**src/rtl/axil_pkg.sv**
```systemverilog
// Shared AXI4-Lite definitions: response codes, address-LSB helper and byte-strobe merge.
package axil_pkg;

  localparam logic [1:0] OKAY   = 2'b00;
  localparam logic [1:0] EXOKAY = 2'b01;
  localparam logic [1:0] SLVERR = 2'b10;
  localparam logic [1:0] DECERR = 2'b11;

  // Number of byte-offset bits below the word index for a bus of width dw.
  function automatic int unsigned addrlsb(input int unsigned dw);
    return $clog2(dw / 8);
  endfunction

  // Sized for the widest supported bus; narrower callers zero-extend and truncate.
  function automatic logic [63:0] strb_merge(input logic [63:0] old_data,
                                             input logic [63:0] wdata,
                                             input logic [7:0]  strb);
    logic [63:0] res;
    res = old_data;
    for (int b = 0; b < 8; b++) begin
      if (strb[b]) res[b*8 +: 8] = wdata[b*8 +: 8];
    end
    return res;
  endfunction

endpackage

```
**src/rtl/axil_regfile.sv**
```systemverilog
// Register array with one byte-enabled write port, one async read port and a flat view.
module axil_regfile
  import axil_pkg::*;
#(
  parameter int unsigned DataWidth = 32,
  parameter int unsigned LgNRegs   = 3
) (
  input  logic                                clk_i,
  input  logic                                rst_ni,
  input  logic                                we_i,
  input  logic [LgNRegs-1:0]                  widx_i,
  input  logic [DataWidth-1:0]                wdata_i,
  input  logic [DataWidth/8-1:0]              wstrb_i,
  input  logic [LgNRegs-1:0]                  ridx_i,
  output logic [DataWidth-1:0]                rdata_o,
  output logic [(2**LgNRegs)*DataWidth-1:0]   regs_o
);

  localparam int unsigned NRegs = 2 ** LgNRegs;

  logic [DataWidth-1:0] regs_q [NRegs];
  logic [DataWidth-1:0] merged;

  always_comb begin
    merged = DataWidth'(strb_merge(64'(regs_q[widx_i]), 64'(wdata_i), 8'(wstrb_i)));
  end

  always_ff @(posedge clk_i or negedge rst_ni) begin
    if (!rst_ni) begin
      for (int k = 0; k < NRegs; k++) regs_q[k] <= '0;
    end else if (we_i) begin
      regs_q[widx_i] <= merged;
    end
  end

  always_comb begin
    rdata_o = regs_q[ridx_i];
    regs_o  = '0;
    for (int k = 0; k < NRegs; k++) regs_o[k*DataWidth +: DataWidth] = regs_q[k];
  end

endmodule

```
**src/rtl/axil_reg_slave.sv**
```systemverilog
// AXI4-Lite register responder with flat register output.
// Define AXIL_REG_SLAVE_ADDR_CHECK_EN to reject out-of-range addresses with SLVERR.
module axil_reg_slave
  import axil_pkg::*;
#(
  parameter int unsigned C_AXI_DATA_WIDTH = 32,
  parameter int unsigned C_AXI_ADDR_WIDTH = 6,
  parameter int unsigned LGNREGS          = 3
) (
  input  logic                                       i_clk,
  input  logic                                       i_axi_reset_n,
  input  logic                                       i_axi_awvalid,
  output logic                                       o_axi_awready,
  input  logic [C_AXI_ADDR_WIDTH-1:0]                i_axi_awaddr,
  input  logic [2:0]                                 i_axi_awprot,
  input  logic                                       i_axi_wvalid,
  output logic                                       o_axi_wready,
  input  logic [C_AXI_DATA_WIDTH-1:0]                i_axi_wdata,
  input  logic [C_AXI_DATA_WIDTH/8-1:0]              i_axi_wstrb,
  output logic                                       o_axi_bvalid,
  input  logic                                       i_axi_bready,
  output logic [1:0]                                 o_axi_bresp,
  input  logic                                       i_axi_arvalid,
  output logic                                       o_axi_arready,
  input  logic [C_AXI_ADDR_WIDTH-1:0]                i_axi_araddr,
  input  logic [2:0]                                 i_axi_arprot,
  output logic                                       o_axi_rvalid,
  input  logic                                       i_axi_rready,
  output logic [C_AXI_DATA_WIDTH-1:0]                o_axi_rdata,
  output logic [1:0]                                 o_axi_rresp,
  output logic [(2**LGNREGS)*C_AXI_DATA_WIDTH-1:0]   o_regs
);

  localparam int unsigned DW      = C_AXI_DATA_WIDTH;
  localparam int unsigned AW      = C_AXI_ADDR_WIDTH;
  localparam int unsigned ADDRLSB = addrlsb(DW);

  logic          aw_full_q, aw_full_d, w_full_q, w_full_d;
  logic [AW-1:0] awaddr_q, awaddr_d;
  logic [DW-1:0] wdata_q, wdata_d;
  logic [DW/8-1:0] wstrb_q, wstrb_d;
  logic          bvalid_q, bvalid_d, rvalid_q, rvalid_d;
  logic [1:0]    bresp_q, bresp_d, rresp_q, rresp_d;
  logic [DW-1:0] rdata_q, rdata_d, reg_rdata;
  logic          aw_hs, w_hs, ar_hs, commit, waddr_ok, raddr_ok;
  logic [LGNREGS-1:0] widx, ridx;

  assign o_axi_awready = i_axi_reset_n && !aw_full_q;
  assign o_axi_wready  = i_axi_reset_n && !w_full_q;
  assign o_axi_arready = i_axi_reset_n && (!rvalid_q || i_axi_rready);

  assign aw_hs  = i_axi_awvalid && o_axi_awready;
  assign w_hs   = i_axi_wvalid && o_axi_wready;
  assign ar_hs  = i_axi_arvalid && o_axi_arready;
  assign commit = aw_full_q && w_full_q && (!bvalid_q || i_axi_bready);

  assign widx = awaddr_q[ADDRLSB +: LGNREGS];
  assign ridx = i_axi_araddr[ADDRLSB +: LGNREGS];

  always_comb begin
`ifdef AXIL_REG_SLAVE_ADDR_CHECK_EN
    waddr_ok = (awaddr_q >> (ADDRLSB + LGNREGS)) == '0;
    raddr_ok = (i_axi_araddr >> (ADDRLSB + LGNREGS)) == '0;
`else
    waddr_ok = 1'b1;
    raddr_ok = 1'b1;
`endif
  end

  // Byte offsets, prot and (when unchecked) upper address bits are don't-care.
  logic unused_sig;
  assign unused_sig = ^{i_axi_awprot, i_axi_arprot, awaddr_q, i_axi_araddr};

  always_comb begin
    aw_full_d = aw_full_q;
    awaddr_d  = awaddr_q;
    w_full_d  = w_full_q;
    wdata_d   = wdata_q;
    wstrb_d   = wstrb_q;
    bvalid_d  = bvalid_q;
    bresp_d   = bresp_q;
    rvalid_d  = rvalid_q;
    rdata_d   = rdata_q;
    rresp_d   = rresp_q;

    // Handshake and commit are mutually exclusive: each needs the opposite full state.
    if (aw_hs) begin
      aw_full_d = 1'b1;
      awaddr_d  = i_axi_awaddr;
    end else if (commit) begin
      aw_full_d = 1'b0;
    end

    if (w_hs) begin
      w_full_d = 1'b1;
      wdata_d  = i_axi_wdata;
      wstrb_d  = i_axi_wstrb;
    end else if (commit) begin
      w_full_d = 1'b0;
    end

    if (commit) begin
      bvalid_d = 1'b1;
      bresp_d  = waddr_ok ? OKAY : SLVERR;
    end else if (i_axi_bready) begin
      bvalid_d = 1'b0;
    end

    if (ar_hs) begin
      rvalid_d = 1'b1;
      rdata_d  = raddr_ok ? reg_rdata : '0;
      rresp_d  = raddr_ok ? OKAY : SLVERR;
    end else if (i_axi_rready) begin
      rvalid_d = 1'b0;
    end
  end

  always_ff @(posedge i_clk or negedge i_axi_reset_n) begin
    if (!i_axi_reset_n) begin
      aw_full_q <= 1'b0;
      awaddr_q  <= '0;
      w_full_q  <= 1'b0;
      wdata_q   <= '0;
      wstrb_q   <= '0;
      bvalid_q  <= 1'b0;
      bresp_q   <= OKAY;
      rvalid_q  <= 1'b0;
      rdata_q   <= '0;
      rresp_q   <= OKAY;
    end else begin
      aw_full_q <= aw_full_d;
      awaddr_q  <= awaddr_d;
      w_full_q  <= w_full_d;
      wdata_q   <= wdata_d;
      wstrb_q   <= wstrb_d;
      bvalid_q  <= bvalid_d;
      bresp_q   <= bresp_d;
      rvalid_q  <= rvalid_d;
      rdata_q   <= rdata_d;
      rresp_q   <= rresp_d;
    end
  end

  assign o_axi_bvalid = bvalid_q;
  assign o_axi_bresp  = bresp_q;
  assign o_axi_rvalid = rvalid_q;
  assign o_axi_rdata  = rdata_q;
  assign o_axi_rresp  = rresp_q;

  axil_regfile #(
    .DataWidth (DW),
    .LgNRegs   (LGNREGS)
  ) u_regfile (
    .clk_i   (i_clk),
    .rst_ni  (i_axi_reset_n),
    .we_i    (commit && waddr_ok),
    .widx_i  (widx),
    .wdata_i (wdata_q),
    .wstrb_i (wstrb_q),
    .ridx_i  (ridx),
    .rdata_o (reg_rdata),
    .regs_o  (o_regs)
  );

endmodule

```
**config.mk**
```make
export PLATFORM = sky130hd
export DESIGN_NAME = axil_reg_slave
export DESIGN_NICKNAME = d
export VERILOG_FILES = /design/src/rtl/axil_pkg.sv /design/src/rtl/axil_regfile.sv /design/src/rtl/axil_reg_slave.sv
export SDC_FILE = /design/constraint.sdc
export NUM_CORES = 1
export LEC_CHECK = 0
export ABC_AREA = 1
export CAP_MARGIN = 0
export CORE_AREA = 2 2 198 277
export DETAILED_ROUTE_END_ITERATION = 10
export DIE_AREA = 0 0 200 279
export GPL_ROUTABILITY_DRIVEN = 0
export GPL_TIMING_DRIVEN = 1
export PLACE_DENSITY = 0.65
export SETUP_SLACK_MARGIN = 0.1
export SYNTH_ARGS = -nofsm -noshare
export SYNTH_HDL_FRONTEND = slang
export SYNTH_SLANG_ARGS = --single-unit
```
**constraint.sdc**
```tcl
create_clock -name i_clk -period 1.9 [get_ports i_clk]
set_input_delay 0.475 -clock i_clk [delete_from_list [all_inputs] [get_ports i_clk]]
set_output_delay 0.475 -clock i_clk [all_outputs]
set_load 0.05 [all_outputs]
```
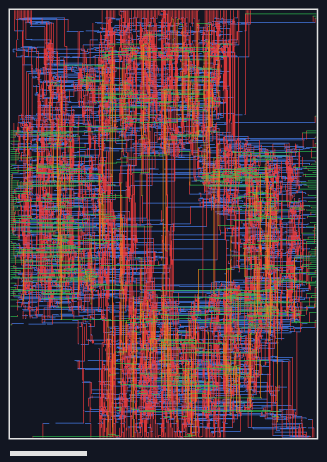
run_1/layers.png
The bar under the picture is 50 um long.
| colour | layer | wire length |
|---|---|---|
| orange | M4 | 5110 um |
| blue | M1 | 27.9 mm |
| green | M3 | 6940 um |
| red | M2 | 38.5 mm |
post-DR wirelength/cell: 22.0 um
detailed-route wire length: 78.4 mm

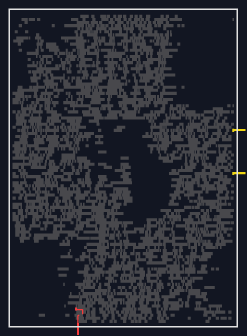
run_1/port_trees.png
| colour | port | direction | edge | end cells | buffers | wire |
|---|---|---|---|---|---|---|
| red | i_axi_bready | input | south | 1 | 1 | 20.5 um |
| yellow | o_axi_rresp | output | east | 2 | 0 | 4.40 um |

==> results.json, run 1 <==
{
  "status": "finished with violations",
  "violations": "hold timing",
  "finClkSkew_ns": 0.0200,
  "crit_fanout": 2,
  "synthCells": 2533,
  "top_cells_by_count": "nand2_1, nand3_1, dfrtp_1",
  "hold_violations": 11,
  "cts_hold_buf": 0,
  "top_usage_layer": "met2",
  "reg2reg_to": "u_regfile.regs_o[163]",
  "nNetsFinal": 2878,
  "flop_cell": "dfrtp_1",
  "top_cell_area_share": 0.449,
  "rrSetupSlack_ns": 0.18,
  "grt_overflow": 0,
  "synth_warnings": 0,
  "grt_first_pass_wirelength_mm": 117,
  "rsz0062_at_grt": "true",
  "ys_area_um2": 18500,
  "max_cap_viol_count": 0,
  "critPathSlowestCell": "dfrtp_1",
  "cts_buffer_depth": 3,
  "hold_ws_ns": -0.0507,
  "edf_count": 0,
  "place_area_um2": 22600,
  "antenna_found_initial": 1,
  "hold_path_class": "input port to async pin",
  "syn-cell-area_um2": 18500,
  "p_leak_uw": 0.0124,
  "cts-root-buf": "clkbuf_16",
  "yosys.cell_count.top_type": "nand2_1",
  "worstPathRequired_ns": 1.42,
  "yosys_cells": 2533,
  "crit_chain": "inv_2, nor2_2, nor2_4, buf_12",
  "use_met2": 0.467,
  "cts_tree": "built",
  "coreArea_um2": 53200,
  "post-route-min-period_ns": 1.77
}
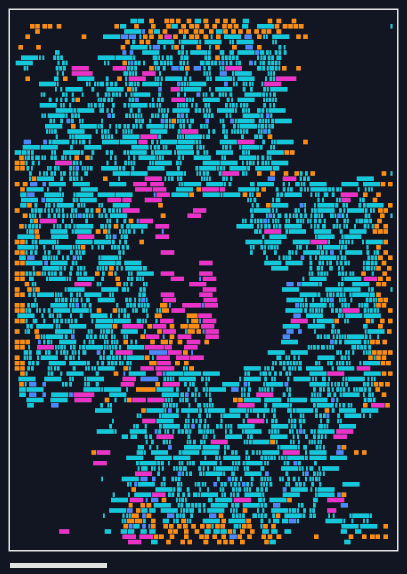
run_1/sizing.png
The bar under the picture is 50 um long.
| colour | size | cells |
|---|---|---|
| magenta | x6 and larger | 116 |
| cyan | x1 and smaller | 2258 |
| blue | x2 | 119 |
| orange | x3 and x4 | 350 |
Plain + repair buffers: 444
final worst-path setup slack: 0.129 ns
Area Overhead vs Synth: 29.5%
post-route cell area: 23900 um2

run 1: worst reg2reg max path, cell delays in order, from the launching register on:
cell and delay [ns]:
dfrtp_4 0.50, buf_16 0.30, nand2_1 0.17, nor2_4 0.21, inv_2 0.12, buf_12 0.17
nand2_1 0.08, nand2_1 0.06
run 1: flip-flops by register name (all words and copies together), names as in the netlist:
| register | count |
|---|---|
| o_axi_rvalid | 1 |
| w_full_q | 1 |
| wstrb_q | 4 |
| o_axi_bvalid | 1 |
| o_axi_rdata | 32 |
| wdata_q | 32 |
| aw_full_q | 1 |
| u_regfile.regs_o | 256 |
| awaddr_q | 3 |
run 1: metal layers:
metal	wire, um	share of wire	vias to the layer above
met5	0	0	-
met4	5110	0.065	0
met3	6940	0.088	282
met2	38500	0.49	1184
met1	27900	0.36	9309
li1	-	-	8799
run 1: placed cells by master, fill, tap and decap left out, types with 5 or more instances in the layout:
master	netlist	final
nand2_1	866	864
nand3_1	525	525
buf_4	29	334
dfrtp_1	331	328
inv_1	172	168
a21oi_1	73	73
nor2_1	75	71
o21ai_0	65	65
o211ai_1	64	64
buf_12	0	58
clkdlybuf4s50_1	0	44
nand4_1	43	43
clkbuf_16	0	39
nand2_2	32	34
or2_2	30	30
mux2_2	30	30
inv_2	9	13
nor2_4	7	10
clkbuf_1	46	9
clkinv_2	0	7
clkbuf_8	0	5
run 1: where the power goes:
group          internal (uW)  switching (uW)
logic                   8520           20800
registers              10200            4100
clock network           4330            3020
run 1: worst max-delay path by stage:
stage	start	to	slack [ns]	cells past startpoint
2_1_floorplan	i_axi_reset_n	awaddr_q[2]	0.05	5
3_3_place_gp	i_axi_bready	u_regfile.regs_o[245]	-0.23	9
3_5_place_dp	i_axi_bready	u_regfile.regs_o[251]	-0.24	9
4_1_cts	o_axi_rvalid	o_axi_arready	0.10	4
5_1_grt	awaddr_q[2]	u_regfile.regs_o[141]	0.08	9
6_report	o_axi_rvalid	o_axi_arready	0.13	4
run 1: cell type report:
cell class              count  area, um2
diodes                      1       2.50
clock buffers              51       1030
clock inverters            13        173
fillers                  5269      29300
inverters                 184        703
multi-input cells        1820       8540
flip-flops and latches    331       8290
well taps                 714        893
repair buffers            444       4270
run 1: stage by stage:
step / setup WS, ns / util / TNS [ns] / hold slack (ns)
finish: 0.129 / 0.450 / 0 / -0.0507
global route: 0.0834 / 0.450 / 0 / 0.0618
CTS: 0.100 / 0.448 / 0 / 0.0457
detailed placement: -0.240 / 0.425 / -36.60 / 0.467
global placement: -0.229 / 0.425 / -35.90 / 0.465
floorplan: 0.0462 / - / 0 / 0.179
run 1: cells by family (layout without fill, tap and decap cells):
group,count (synthesis),count (layout),synth area share
AND/OR/NAND/NOR,1583,1583,0.378
buffers and inverters,385,692,0.0909
flip-flops,331,331,0.449
AND-OR/OR-AND,203,203,0.0639
multiplexers,30,30,0.0183
other,1,5,0.000203
run 1: timing repair:
item,in CTS,in global routing
buffers inserted,2,2
endpoints found under the setup margin,2,143
gates resized,3,6
hold endpoints to repair,0,0
pin swaps,1,1
gates cloned,0,2
==> inputs of run 2 (changes only) <==
- SLEW_MARGIN: unset -> 10
==> run 2 against run 1 <==
  * The run still ends with hold timing left
  * Non-clock buffer count is the same
  * Combinational power is essentially flat
  * Area after synthesis is the same
  * Critical path depth is the same
  * Die size is the same
  * Utilization is the same
==> results.json, run 2 <==
{
  "synth_warnings": 0,
  "cts_hold_buf": 0,
  "cell_internal_pwr_uw": 23000,
  "yosys.cell_count.top_type": "nand2_1",
  "yosys_cells": 2533,
  "fillers": 5269,
  "syn-cell-area_um2": 18500,
  "ys_sh_mux": 0.0183,
  "cts_tree": "built",
  "hold_violations": 11,
  "top_cells_by_count": "nand2_1, nand3_1, dfrtp_1",
  "finClkSkew_ns": 0.0200,
  "rrSetupSlack_ns": 0.18,
  "hold_path_class": "input port to async pin",
  "totalWireLength_mm": 78.4,
  "edf_count": 0,
  "reg2reg_to": "u_regfile.regs_o[163]",
  "hold_ws_ns": -0.0507,
  "violations": "hold timing",
  "grt_overflow": 0,
  "pwr-share-clk": 0.144,
  "wl_per_cell_um": 22.0,
  "ys_area_um2": 18500,
  "flop_cell": "dfrtp_1",
  "coreArea_um2": 53200,
  "status": "finished with violations",
  "worstPathRequired_ns": 1.42,
  "p_leak_uw": 0.0124,
  "post-route-min-period_ns": 1.77,
  "ys_top_logic_family": "simple AND/OR/NAND/NOR gates",
  "synthCells": 2533,
  "largest_register_ffs": 256,
  "lay_top_count": "nand2_1",
  "power_frac_comb": 0.576,
  "final_cell_mix": "nand2_1, nand3_1, buf_4",
  "cts-root-buf": "clkbuf_16",
  "synthXorXnorAreaFrac": 0,
  "adder_share": 0,
  "fin_util": 0.450,
  "nNetsFinal": 2878
}
==> run 2: worst max path at each step <==
stage / endpoint / cells after the start / slack [ns] / startpoint
final: o_axi_arready / 4 / 0.13 / o_axi_rvalid
after global routing: u_regfile.regs_o[141] / 9 / 0.08 / awaddr_q[2]
after detailed placement: u_regfile.regs_o[251] / 9 / -0.24 / i_axi_bready
after global placement: u_regfile.regs_o[245] / 9 / -0.23 / i_axi_bready
after floorplan: awaddr_q[2] / 5 / 0.05 / i_axi_reset_n
after CTS: o_axi_arready / 4 / 0.10 / o_axi_rvalid
==> run 2: kinds of logic after synthesis <==
| family | Yosys count |
|---|---|
| muxes | 30 |
| other | 1 |
| DFF | 331 |
| AOI/OAI and AO/OA | 203 |
| and+or+nand+nor | 1583 |
| buffers and inverters | 385 |
==> run 2: power groups by stage <==
stage / combinational [uW] / sequential [uW] / clock (uW)
2_1_floorplan: 10600 / 21700 / 0
3_3_place_gp: 28400 / 14100 / 0
3_5_place_dp: 28800 / 14200 / 0
4_1_cts: 28900 / 14100 / 7430
5_1_grt: 31100 / 14600 / 7720
6_report: 29300 / 14300 / 7340
==> run 2: through the flow <==
step                      worst slack, ns  cells  cell area [um2]  TNS (ns)
after global routing               0.0834   3558            23900         0
after detailed placement           -0.240   3487            22600    -36.60
after floorplan                    0.0462   2536            18500         0
final                               0.129   3558            23900         0
after global placement             -0.229   3487            22600    -35.90
after CTS                           0.100   3553            23800         0
==> run 2: per-layer routing <==
layer	GRT usage	vias up	part of all wire	wire [um]
met4	0.170	0	0.065	5110
met2	0.467	1184	0.49	38500
li1	-	8799	-	-
met5	0	-	0	0
met1	0.327	9309	0.36	27900
met3	0.0536	282	0.088	6940
==> run 2: what timing repair did <==
| item | 4_1_cts | 5_1_grt |
|---|---|---|
| endpoints found under the setup margin | 2 | 143 |
| cloned | 0 | 2 |
| pin swaps | 1 | 1 |
| buffers inserted | 2 | 2 |
| endpoints found under the hold margin | 0 | 0 |
| resized | 3 | 6 |
==> run 2: cell type report <==
cell class	instances	area, um2	area share
clock buffer	51	1030	0.0430
inverter	184	703	0.0294
antenna	1	2.50	0.000105
clock inverter	13	173	0.00722
tap	714	893	0.0374
multi-input combinational	1820	8540	0.357
sequential	331	8290	0.347
timing repair buffer	444	4270	0.179
==> run 2: critical path, cell delays in order (launching register included) <==
cell     delay [ns]
dfrtp_1        0.40
inv_2          0.07
nor2_2         0.04
nor2_4         0.11
buf_12         0.14
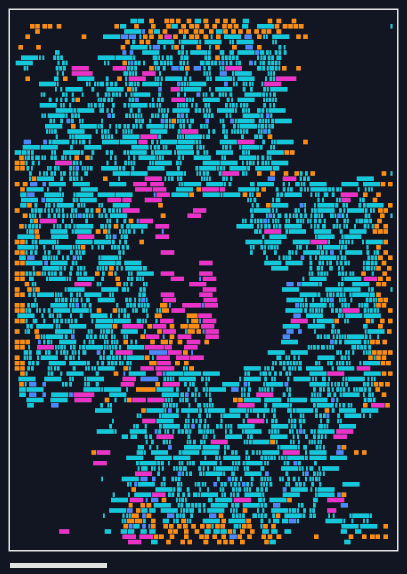
run_2/sizing.png
The bar under the picture is 50 um long.
| colour | size | cells |
|---|---|---|
| blue | x2 | 119 |
| magenta | x6 and larger | 116 |
| cyan | x1 and smaller | 2258 |
| orange | x3 and x4 | 350 |

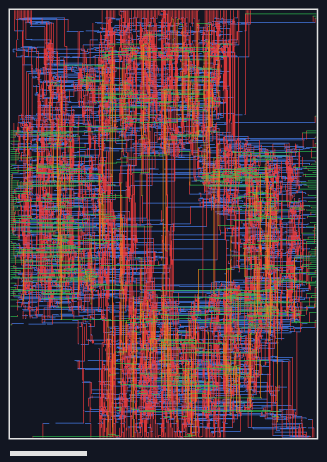
run_2/layers.png
The bar under the picture is 50 um long.
| colour | layer | wire length |
|---|---|---|
| green | M3 | 6940 um |
| red | M2 | 38.5 mm |
| blue | M1 | 27.9 mm |
| orange | M4 | 5110 um |

Power and IR drop assume default switching activity.
